[src/rtl/ws2812_rx_pkg.sv]
// Shared definitions for the WS2812 receive path and the LED output stage.
package leaflab_pkg;

  localparam int unsigned PIXEL_BITS = 24;

  // Default timing for a 12 MHz system clock.
  localparam int unsigned DEF_BIT_THRESH_CYC = 8;    // ~0.67 us
  localparam int unsigned DEF_MIN_HIGH_CYC   = 2;
  localparam int unsigned DEF_RESET_CYC      = 600;  // 50 us

  localparam int unsigned HIGH_CNT_W = 8;

  typedef enum logic [0:0] {
    CAPTURE,
    FORWARD
  } rx_state_t;

  typedef logic [PIXEL_BITS-1:0] pixel_t;

endpackage

[src/rtl/ws2812_rx_if.sv]
// Serial in/out and captured-pixel signals of the WS2812 receiver.
interface ws2812_rx_if;
  import leaflab_pkg::*;

  logic   i_serial;
  logic   o_serial;
  pixel_t o_pixel;
  logic   o_pixel_valid;
  logic   o_latch;
  logic   o_frame_err;

  // Drives the serial line and consumes the decoder outputs.
  modport master (
    output i_serial,
    input  o_serial,
    input  o_pixel,
    input  o_pixel_valid,
    input  o_latch,
    input  o_frame_err
  );

  // The decoder itself.
  modport slave (
    input  i_serial,
    output o_serial,
    output o_pixel,
    output o_pixel_valid,
    output o_latch,
    output o_frame_err
  );

endinterface

[src/rtl/ws2812_rx_serial_sync.sv]
// 2-FF synchronizer with a history stage; produces level plus rise/fall strobes.
module serial_sync (
  input  logic i_clk,
  input  logic i_rst,
  input  logic i_serial,
  output logic o_level,
  output logic o_rise,
  output logic o_fall
);

  logic s1_q, s2_q, s3_q;

  // Synchronize the asynchronous line and keep one cycle of history.
  always_ff @(posedge i_clk or posedge i_rst) begin
    if (i_rst) begin
      s1_q <= 1'b0;
      s2_q <= 1'b0;
      s3_q <= 1'b0;
    end else begin
      s1_q <= i_serial;
      s2_q <= s1_q;
      s3_q <= s2_q;
    end
  end

  assign o_level = s2_q;
  assign o_rise  = ~s3_q & s2_q;
  assign o_fall  = s3_q & ~s2_q;

endmodule

[src/rtl/ws2812_rx.sv]
// WS2812 receiver: decodes the first 24-bit GRB pixel of a frame and forwards the rest.
module ws2812_rx
  import leaflab_pkg::*;
#(
  parameter int unsigned BIT_THRESH_CYC = DEF_BIT_THRESH_CYC,
  parameter int unsigned MIN_HIGH_CYC   = DEF_MIN_HIGH_CYC,
  parameter int unsigned RESET_CYC      = DEF_RESET_CYC
) (
  input logic        i_clk,
  input logic        i_rst,
  ws2812_rx_if.slave bus
);

  localparam int unsigned LowW = $clog2(RESET_CYC + 1);
  localparam logic [LowW-1:0]       LowMax  = LowW'(RESET_CYC);
  localparam logic [HIGH_CNT_W-1:0] HighMax = '1;
  localparam logic [HIGH_CNT_W-1:0] ThreshH = HIGH_CNT_W'(BIT_THRESH_CYC);
  localparam logic [HIGH_CNT_W-1:0] MinH    = HIGH_CNT_W'(MIN_HIGH_CYC);
  localparam logic [4:0]            LastBit = 5'(PIXEL_BITS - 1);

  logic s2, rise, fall;

  serial_sync u_sync (
    .i_clk    (i_clk),
    .i_rst    (i_rst),
    .i_serial (bus.i_serial),
    .o_level  (s2),
    .o_rise   (rise),
    .o_fall   (fall)
  );

  logic [HIGH_CNT_W-1:0] high_q, high_d;
  logic [LowW-1:0]       low_q, low_d;
  logic                  end_seen_q, end_seen_d;
  logic                  frame_end, valid_fall, bit_val;

  // Next-state of the pulse-width and idle counters, both saturating.
  always_comb begin
    high_d = high_q;
    if (rise) begin
      high_d = HIGH_CNT_W'(1);
    end else if (s2 && (high_q != HighMax)) begin
      high_d = high_q + 1'b1;
    end

    low_d = low_q;
    if (s2) begin
      low_d = '0;
    end else if (low_q != LowMax) begin
      low_d = low_q + 1'b1;
    end

    end_seen_d = (low_q == LowMax);
  end

  // Counter state.
  always_ff @(posedge i_clk or posedge i_rst) begin
    if (i_rst) begin
      high_q     <= '0;
      low_q      <= '0;
      end_seen_q <= 1'b0;
    end else begin
      high_q     <= high_d;
      low_q      <= low_d;
      end_seen_q <= end_seen_d;
    end
  end

  // Frame end fires once, in the first cycle the idle counter sits at saturation.
  assign frame_end  = (low_q == LowMax) && !end_seen_q;
  assign valid_fall = fall && (high_q >= MinH);
  assign bit_val    = (high_q >= ThreshH);

  rx_state_t      state_q;
  pixel_t         shift_q;
  logic [4:0]     bit_cnt_q;
  pixel_t         pixel_q;
  logic           valid_q, latch_q, err_q, serial_q;

  // Capture/forward FSM with registered outputs.
  always_ff @(posedge i_clk or posedge i_rst) begin
    if (i_rst) begin
      state_q   <= CAPTURE;
      shift_q   <= '0;
      bit_cnt_q <= '0;
      pixel_q   <= '0;
      valid_q   <= 1'b0;
      latch_q   <= 1'b0;
      err_q     <= 1'b0;
      serial_q  <= 1'b0;
    end else begin
      valid_q  <= 1'b0;
      latch_q  <= 1'b0;
      err_q    <= 1'b0;
      serial_q <= 1'b0;
      unique case (state_q)
        CAPTURE: begin
          if (valid_fall) begin
            if (bit_cnt_q == LastBit) begin
              pixel_q   <= {shift_q[PIXEL_BITS-2:0], bit_val};
              valid_q   <= 1'b1;
              shift_q   <= '0;
              bit_cnt_q <= '0;
              state_q   <= FORWARD;
            end else begin
              shift_q   <= {shift_q[PIXEL_BITS-2:0], bit_val};
              bit_cnt_q <= bit_cnt_q + 1'b1;
            end
          end else if (frame_end) begin
            // A partial pixel is dropped; an empty frame is silent.
            err_q     <= (bit_cnt_q != '0);
            shift_q   <= '0;
            bit_cnt_q <= '0;
          end
        end
        FORWARD: begin
          serial_q <= s2;
          if (frame_end) begin
            latch_q <= 1'b1;
            state_q <= CAPTURE;
          end
        end
        default: state_q <= CAPTURE;
      endcase
    end
  end

  assign bus.o_serial      = serial_q;
  assign bus.o_pixel       = pixel_q;
  assign bus.o_pixel_valid = valid_q;
  assign bus.o_latch       = latch_q;
  assign bus.o_frame_err   = err_q;

endmodule
[src/flat_wrapper.sv]
// flat-port wrapper written by rule: the top's interface ports become plain ports
module ws2812_rx_flat import leaflab_pkg::*;
#(
  parameter int unsigned BIT_THRESH_CYC = DEF_BIT_THRESH_CYC,
  parameter int unsigned MIN_HIGH_CYC   = DEF_MIN_HIGH_CYC,
  parameter int unsigned RESET_CYC      = DEF_RESET_CYC
)
  (i_clk, i_rst, bus_i_serial, bus_o_serial, bus_o_pixel, bus_o_pixel_valid, bus_o_latch, bus_o_frame_err);
  ws2812_rx_if bus_i ();
  input logic i_clk;
  input logic i_rst;
  input wire logic [$bits(bus_i.i_serial)-1:0] bus_i_serial;
  output wire logic [$bits(bus_i.o_serial)-1:0] bus_o_serial;
  output wire logic [$bits(bus_i.o_pixel)-1:0] bus_o_pixel;
  output wire logic [$bits(bus_i.o_pixel_valid)-1:0] bus_o_pixel_valid;
  output wire logic [$bits(bus_i.o_latch)-1:0] bus_o_latch;
  output wire logic [$bits(bus_i.o_frame_err)-1:0] bus_o_frame_err;
  assign bus_i.i_serial = bus_i_serial;
  assign bus_o_serial = bus_i.o_serial;
  assign bus_o_pixel = bus_i.o_pixel;
  assign bus_o_pixel_valid = bus_i.o_pixel_valid;
  assign bus_o_latch = bus_i.o_latch;
  assign bus_o_frame_err = bus_i.o_frame_err;
  ws2812_rx #(.BIT_THRESH_CYC(BIT_THRESH_CYC), .MIN_HIGH_CYC(MIN_HIGH_CYC), .RESET_CYC(RESET_CYC)) u_core (.i_clk(i_clk), .i_rst(i_rst), .bus(bus_i));
endmodule
[config.mk]
export PLATFORM = sky130hd
export DESIGN_NAME = ws2812_rx_flat
export DESIGN_NICKNAME = d
export VERILOG_FILES = /design/src/rtl/ws2812_rx_pkg.sv /design/src/rtl/ws2812_rx_if.sv /design/src/rtl/ws2812_rx_serial_sync.sv /design/src/rtl/ws2812_rx.sv /design/src/flat_wrapper.sv
export SDC_FILE = /design/constraint.sdc
export NUM_CORES = 1
export LEC_CHECK = 0
export CELL_PAD_IN_SITES_DETAIL_PLACEMENT = 0
export CELL_PAD_IN_SITES_GLOBAL_PLACEMENT = 1
export CORE_UTILIZATION = 50
export DETAILED_ROUTE_END_ITERATION = 7
export GPL_TIMING_DRIVEN = 0
export PLACE_DENSITY = 0.84
export SLEW_MARGIN = 20
export SYNTH_ARGS = -nofsm -noshare
export SYNTH_HDL_FRONTEND = slang
export SYNTH_SLANG_ARGS = --single-unit
[constraint.sdc]
create_clock -name i_clk -period 4.85 [get_ports i_clk]
set_input_delay 0.485 -clock i_clk [delete_from_list [all_inputs] [get_ports i_clk]]
set_output_delay 0.485 -clock i_clk [all_outputs]
set_load 0.02 [all_outputs]
run_1/zoom.png
Window x 51 to 76, y 9 to 34 um. Cells in gray, sequential cells in the stronger gray; small squares are vias.
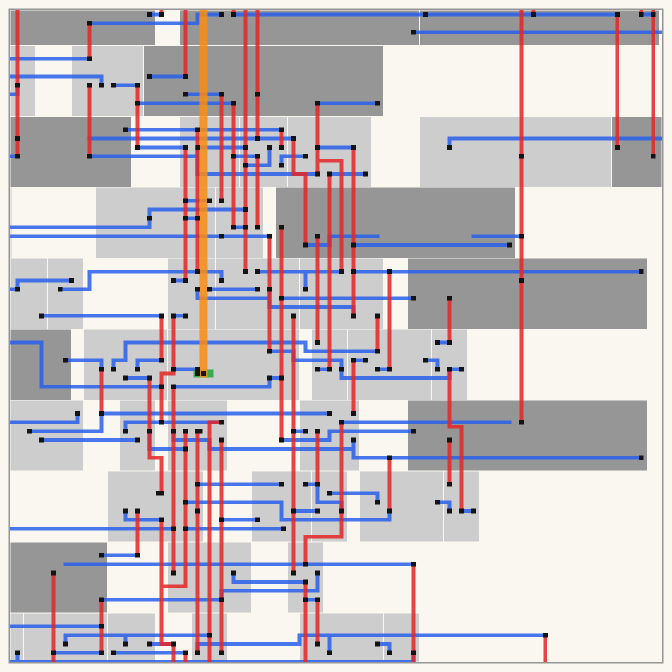
Blue shows met1. Orange shows met4. Red shows met2. Green shows met3.
Netlist names of flops here include `u_core.low_q` (5). Sequential cells in the window: 5. 37 logic cells have their middle in the window. Most frequent: xor2_1 (5), nor2_1 (5), dfrtp_1 (5).

run_1/pdn.png
Bar = 20 um. Pins as bars on the die edge. Tap cells in gray.
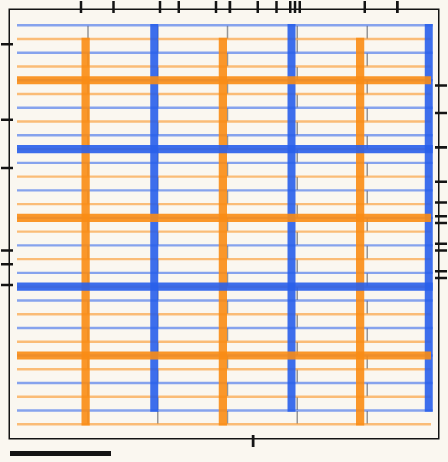
Blue shows VDD. Orange shows VSS.
5 straps on met5. The core has 29 rows. 31 signal pins sit on the boundary. 6 straps on met4.

run_1/registers.png
Other sequential cells in the stronger gray, the rest of the logic in the fainter gray.
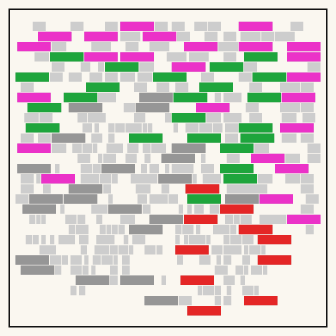
Red shows `u_core.low_q`, placed flops 10. Magenta shows `u_core.bus.o_pixel`, placed flops 24. Green shows `u_core.shift_q`, placed flops 23.
Another 22 sequential cells are not colored.

==> flow_summary.yaml, run 1 <==
# physical design summary
run_status:
  status: "finished clean"
setup_path:
  critical_path.top_delay_family: "AND-OR/OR-AND gates"
  r2r_setup_slack_ns: 2.57
  cp_max_fo: 10
  end_kind: "flip-flop"
  cp_slowest_cell: "a211oi_4"
  cp.arrival_ns: 2.51
  worstSetupStartpoint: "u_core.bit_cnt_q[0]"
  cp_cell_sequence: "ha_1 > nand4b_1 > a211oi_4 > buf_6 > mux2_1"
  rr_endpoint: "u_core.bus.o_pixel[1]"
  required_ns: 5.08
  r2r_start: "u_core.bit_cnt_q[0]"
  crit_type: "flip-flop to flip-flop"
  worst_r2r_path_depth: 5
  start_kind: "flip-flop"
  cp-endpoint: "u_core.bus.o_pixel[1]"
  crit_buf_inv: 1
  path_depth: 5
  cpPeakStageDelay_ns: 0.58
clocking:
  clkTransAtPathRegs_ns: 0.09
  hold_buffers: 0
  htree_levels: 3
  clock-root-buffer: "clkbuf_8"
  clock-sinks: 79
  clockBufferDepth: 2
  post_cts_buffers: 0
  cts_made_buffers: 9
  insertion_delay_ns: 0.35
  ctsResizeCount: 0
  cts_tree: "done"
synthesis:
  syn_area_per_cell_um2: 12.9
  yosysWarnings: 0
  yosys-stat-area_um2: 3410
  synth_cells: 264
  ys_cells: 264
  adder_share_pct: 2.20
  ys.flops: 79
  syn_nets: 273
  mux_area_share_pct: 8.69
  syn-cell-area_um2: 3410
  logic_family: "AND-OR/OR-AND gates"
  ys_sh_simple_pct: 10.7
  ys_async_sr_fraction_pct: 100
  edf_count: 0
  ys_seq_share_pct: 57.9
  ff_type: "dfrtp_1"
  yosys.area_share.aoi_pct: 14.8
  ys_types: 55
  xor_area_share_pct: 2.05
die:
  chip_area_um2: 7160
  die_w_um: 84.6
  rows: 29
  core_area_um2: 6460
  ioPinCount: 31
  die_y_um: 84.6
  well_tap_count: 77
  fp_util_pct: 52.8
layout:
  ff_count: 79
  nClkBuffers: 9
  buf_share_pct: 10.0
  comb_area_share_pct: 32.5
  buffers_excl_clock: 45
  inverters: 11
  fin_nets: 315
  layout-drive-gt1-share_pct: 17.0
  layout_top_cell: "dfrtp_1"
  largest_reg_flops: 24
  seq_share_pct: 49.0
  nFillCells: 518
  top_area_cell_class: "sequential cells"
  clkCellAreaFrac_pct: 5.02
  most-common-layout-cells: "79 x dfrtp_1, 30 x clkdlybuf4s50_1, 24 x a32o_1"
  area_growth_pct: 18.2
  logic_area_um2: 1310
  design_area_um2: 4040
  nMultiInputCombCells: 160
  flop_area_um2: 1980
  diodes: 0
min_path:
  hp-class: "flip-flop to flip-flop"
  hold_end: "u_core.u_sync.o_level"
  worstHoldStart: "u_core.u_sync.s1_q"
  hold_path_depth: 0
timing:
  finalSetupTns_ns: 0
  skew_ns: 0.0127
  fmax_mhz: 439
  final-max-slew-violation-count: 0
  rsz0062_at_grt: "false"
  final.period_utilization_pct: 47.0
  hold_viol: 0
  setup-violations-final: 0
  maxSlewHeadroom_pct: 60.9
  fin_crit_ns: 2.28
  hold_slack_ns: 0.359
  tightest_slew_ns: 0.581
drt:
  dr.pass1.iters: 6
  wirelength_um: 5920
  wl_per_cell_um: 15.3
  wl_met3_um: 163
  wl_met1_um: 3090
  vias: 2232
  highest_layer: "met4"
  initialDrtViolationCount: 107
  wl_met2_um: 2560
  route.antenna.remaining_nets: 0
  viasPerCell: 5.75
  drc: 0
placement:
  io_buffer_count: 30
  place_area_um2: 3830
  place.gp.congestion: 0.811
  hpwlAfterDp_um: 3950
pwr:
  clockPowerShare_pct: 35.3
  peakVddDrop_mv: 0.248
  power_switching_mw: 0.395
  maxPowerGroup: "sequential cells"
  p_leak_nw: 1.83
  power_frac_comb_pct: 12.1
  pg_clk_mw: 0.499
  internal-power_mw: 1.02
  finalPower_mw: 1.41
  power_density_nw_per_um2: 351
  pg_seq_mw: 0.744
  p_seq_share_pct: 52.6
  p_sw_share_pct: 27.9
  powerComb_mw: 0.171
grt:
  grt_max_degree: 43
  grt_first_pass_wirelength_um: 10400
  use_met1_pct: 26.6
  global_route.usage.total_pct: 18.6
  grt_use_met2_pct: 27.5
  grt-ovfl-total: 0
  grt_pass1_vias: 2189
  antenna_found_initial: 0
  grtUsageMet3_pct: 3.64
  top_usage_layer: "met2"
run:
  warning_count: 30
  maxCapViolCount: 0
-- run 1: cells in the mapped netlist (6+ instances only) --
cell / instances / area, um2
mux2_1: 6 / 67.6
nand3_1: 6 / 30.0
a21oi_1: 10 / 50.1
nand2_1: 13 / 48.8
mux2_2: 7 / 78.8
a32o_1: 24 / 240
mux2_4: 10 / 150
nor2_1: 12 / 45.0
inv_1: 10 / 37.5
dfrtp_1: 79 / 1980
ha_1: 6 / 75.1
-- run 1: through the flow --
step	instances	util, %	setup slack, ns
final	388	62.5	2.57
after global routing	388	62.5	2.39
after CTS	388	62.5	2.56
after detailed placement	372	59.3	2.58
after global placement	371	59.0	1.10
after floorplan	264	-	2.34
run_1/final_congestion.png
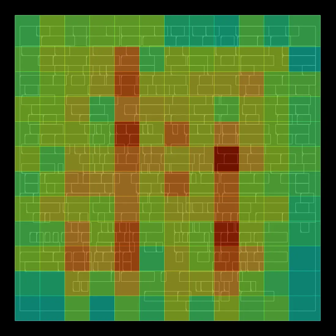

## Run 2: what changed since run 1
--- a/config.mk
+++ b/config.mk
@@ -7,10 +7,10 @@
 export LEC_CHECK = 0
 export CELL_PAD_IN_SITES_DETAIL_PLACEMENT = 0
 export CELL_PAD_IN_SITES_GLOBAL_PLACEMENT = 1
-export CORE_UTILIZATION = 50
+export CORE_UTILIZATION = 47
 export DETAILED_ROUTE_END_ITERATION = 7
 export GPL_TIMING_DRIVEN = 0
-export PLACE_DENSITY = 0.84
+export PLACE_DENSITY = 0.79
 export SLEW_MARGIN = 20
 export SYNTH_ARGS = -nofsm -noshare
 export SYNTH_HDL_FRONTEND = slang
==> constraint.sdc (replaced) <==
create_clock -name i_clk -period 2.2 [get_ports i_clk]
set_input_delay 0.22 -clock i_clk [delete_from_list [all_inputs] [get_ports i_clk]]
set_output_delay 0.22 -clock i_clk [all_outputs]
set_load 0.02 [all_outputs]
run_2/final_congestion.png
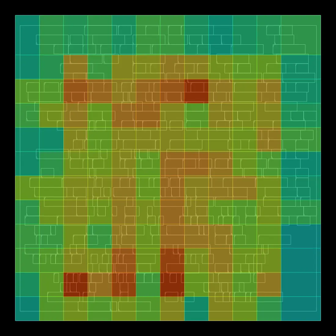
routed length per instance: 14.7 um
met1 Use GR: 27.9%
gr usage total: 18.3%
GR peak layer: met1
GRT met3 Usage: 5.40%

==> run 2 against run 1 <==
  * Sequential share of layout area down 1.1 points
  * Maximum frequency is 17% higher
  * Worst setup slack worse by 2.3 ns
  * Clock power is 120% higher
  * Synthesized area unchanged
  * Non-clock buffer count is 6 higher
  * Register-to-register slack got worse by 2.3 ns
  * Synthesized cell count stayed put
  * Design area rose by 2.3%
  * First-iteration DRC count decreased by 7.5%
==> flow_summary.yaml, run 2 <==
# physical design summary
layout:
  most-common-layout-cells: "79 x dfrtp_1, 30 x clkdlybuf4s50_1, 24 x a32o_1"
  largest_reg_flops: 24
  layout_top_cell: "dfrtp_1"
  design_area_um2: 4130
  diodes: 0
min_path:
  hp-class: "primary input to async pin"
pwr:
  power_density_nw_per_um2: 763
  maxPowerGroup: "sequential cells"
  pg_seq_mw: 1.65
  p_seq_share_pct: 52.3
  powerComb_mw: 0.404
  p_leak_nw: 1.86
  pg_clk_mw: 1.10
  power_switching_mw: 0.881
  peakVddDrop_mv: 0.442
  p_sw_share_pct: 28.0
setup_path:
  r2r_setup_slack_ns: 0.25
  cpPeakStageDelay_ns: 0.40
  cp_slowest_cell: "dfrtp_1"
  cp-endpoint: "u_core.shift_q[11]"
  worstSetupStartpoint: "u_core.low_q[0]"
  cp_max_fo: 10
  crit_buf_inv: 3
  start_kind: "flip-flop"
  required_ns: 2.49
  critical_path.top_delay_family: "buffers and inverters"
  crit_type: "flip-flop to flip-flop"
timing:
  maxSlewHeadroom_pct: 63.8
  fin_crit_ns: 1.95
  setup-violations-final: 0
  hold_viol: 0
  hold_slack_ns: 0.227
  fmax_mhz: 513
  skew_ns: 0.0130
  final.period_utilization_pct: 88.6
  final-max-slew-violation-count: 0
  tightest_slew_ns: 0.539
  rsz0062_at_grt: "false"
clocking:
  clkTransAtPathRegs_ns: 0.09
  clock-sinks: 79
  hold_buffers: 0
  clock-root-buffer: "clkbuf_8"
  cts_tree: "done"
  clockBufferDepth: 2
  htree_levels: 3
placement:
  place.gp.congestion: 0.791
  place_area_um2: 3880
  dpl.cell_count: 392
  hpwlAfterDp_um: 4050
  io_buffer_count: 30
  preCtsSetupSlack_ns: -0.104
die:
  chip_area_um2: 7610
  rows: 30
  fp_util_pct: 49.4
  die_y_um: 87.2
  die_w_um: 87.2
  ioPinCount: 31
  core_area_um2: 6910
drt:
  initialDrtViolationCount: 99
  viasPerCell: 5.49
  route.antenna.remaining_nets: 0
synthesis:
  synth_cells: 264
  syn_nets: 273
  xor_area_share_pct: 2.05
  ys_async_sr_fraction_pct: 100
  top_cells_by_area: "dfrtp_1 58%, a32o_1 7.0%, mux2_4 4.4%, mux2_2 2.3%, ha_1 2.2%"
  ys_types: 55
  mux_area_share_pct: 8.69
  adder_share_pct: 2.20
  ys_sh_simple_pct: 10.7
  logic_family: "AND-OR/OR-AND gates"
  ys_seq_share_pct: 57.9
  syn_area_per_cell_um2: 12.9
  top_cell_area_share_pct: 57.9
  ff_type: "dfrtp_1"
  ys.flops: 79
  ys_cells: 264
  yosysWarnings: 0
  yosys.area_share.aoi_pct: 14.8
  yosysTopAreaCell: "dfrtp_1"
  yosys-stat-area_um2: 3410
run_status:
  status: "finished clean"
grt:
  grt-ovfl-total: 0
  antenna_found_initial: 0
run:
  maxCapViolCount: 0
## run 2: cell counts after synthesis
Identical to the previous run, type by type.
## run 2: layout make-up
class	instances	area, um2
Inverter	11	45.0
Buffer	14	85.1
Clock buffer	9	124
Fill cell	584	2780
Multi-Input combinational cell	160	1320
Sequential cell	79	1980
Clock inverter	7	78.8
Timing Repair Buffer	37	378
Tap cell	96	120
## run 2: per-layer routing
metal	track usage, %	up-vias	share of wire (%)
li1	-	1081	-
met1	27.9	1138	50
met2	25.0	44	45
met3	5.40	6	4.0
met4	5.37	0	1.1
met5	0	-	0
## run 2: timing repair
item / 4_1_cts / 5_1_grt
pin swaps: 1 / 2
endpoints found under the setup margin: 16 / 32
resized: 0 / 1
gates cloned: 0 / 0
buffers inserted: 1 / 4
Power figures rest on the tool's default switching activity, not on a simulated workload.
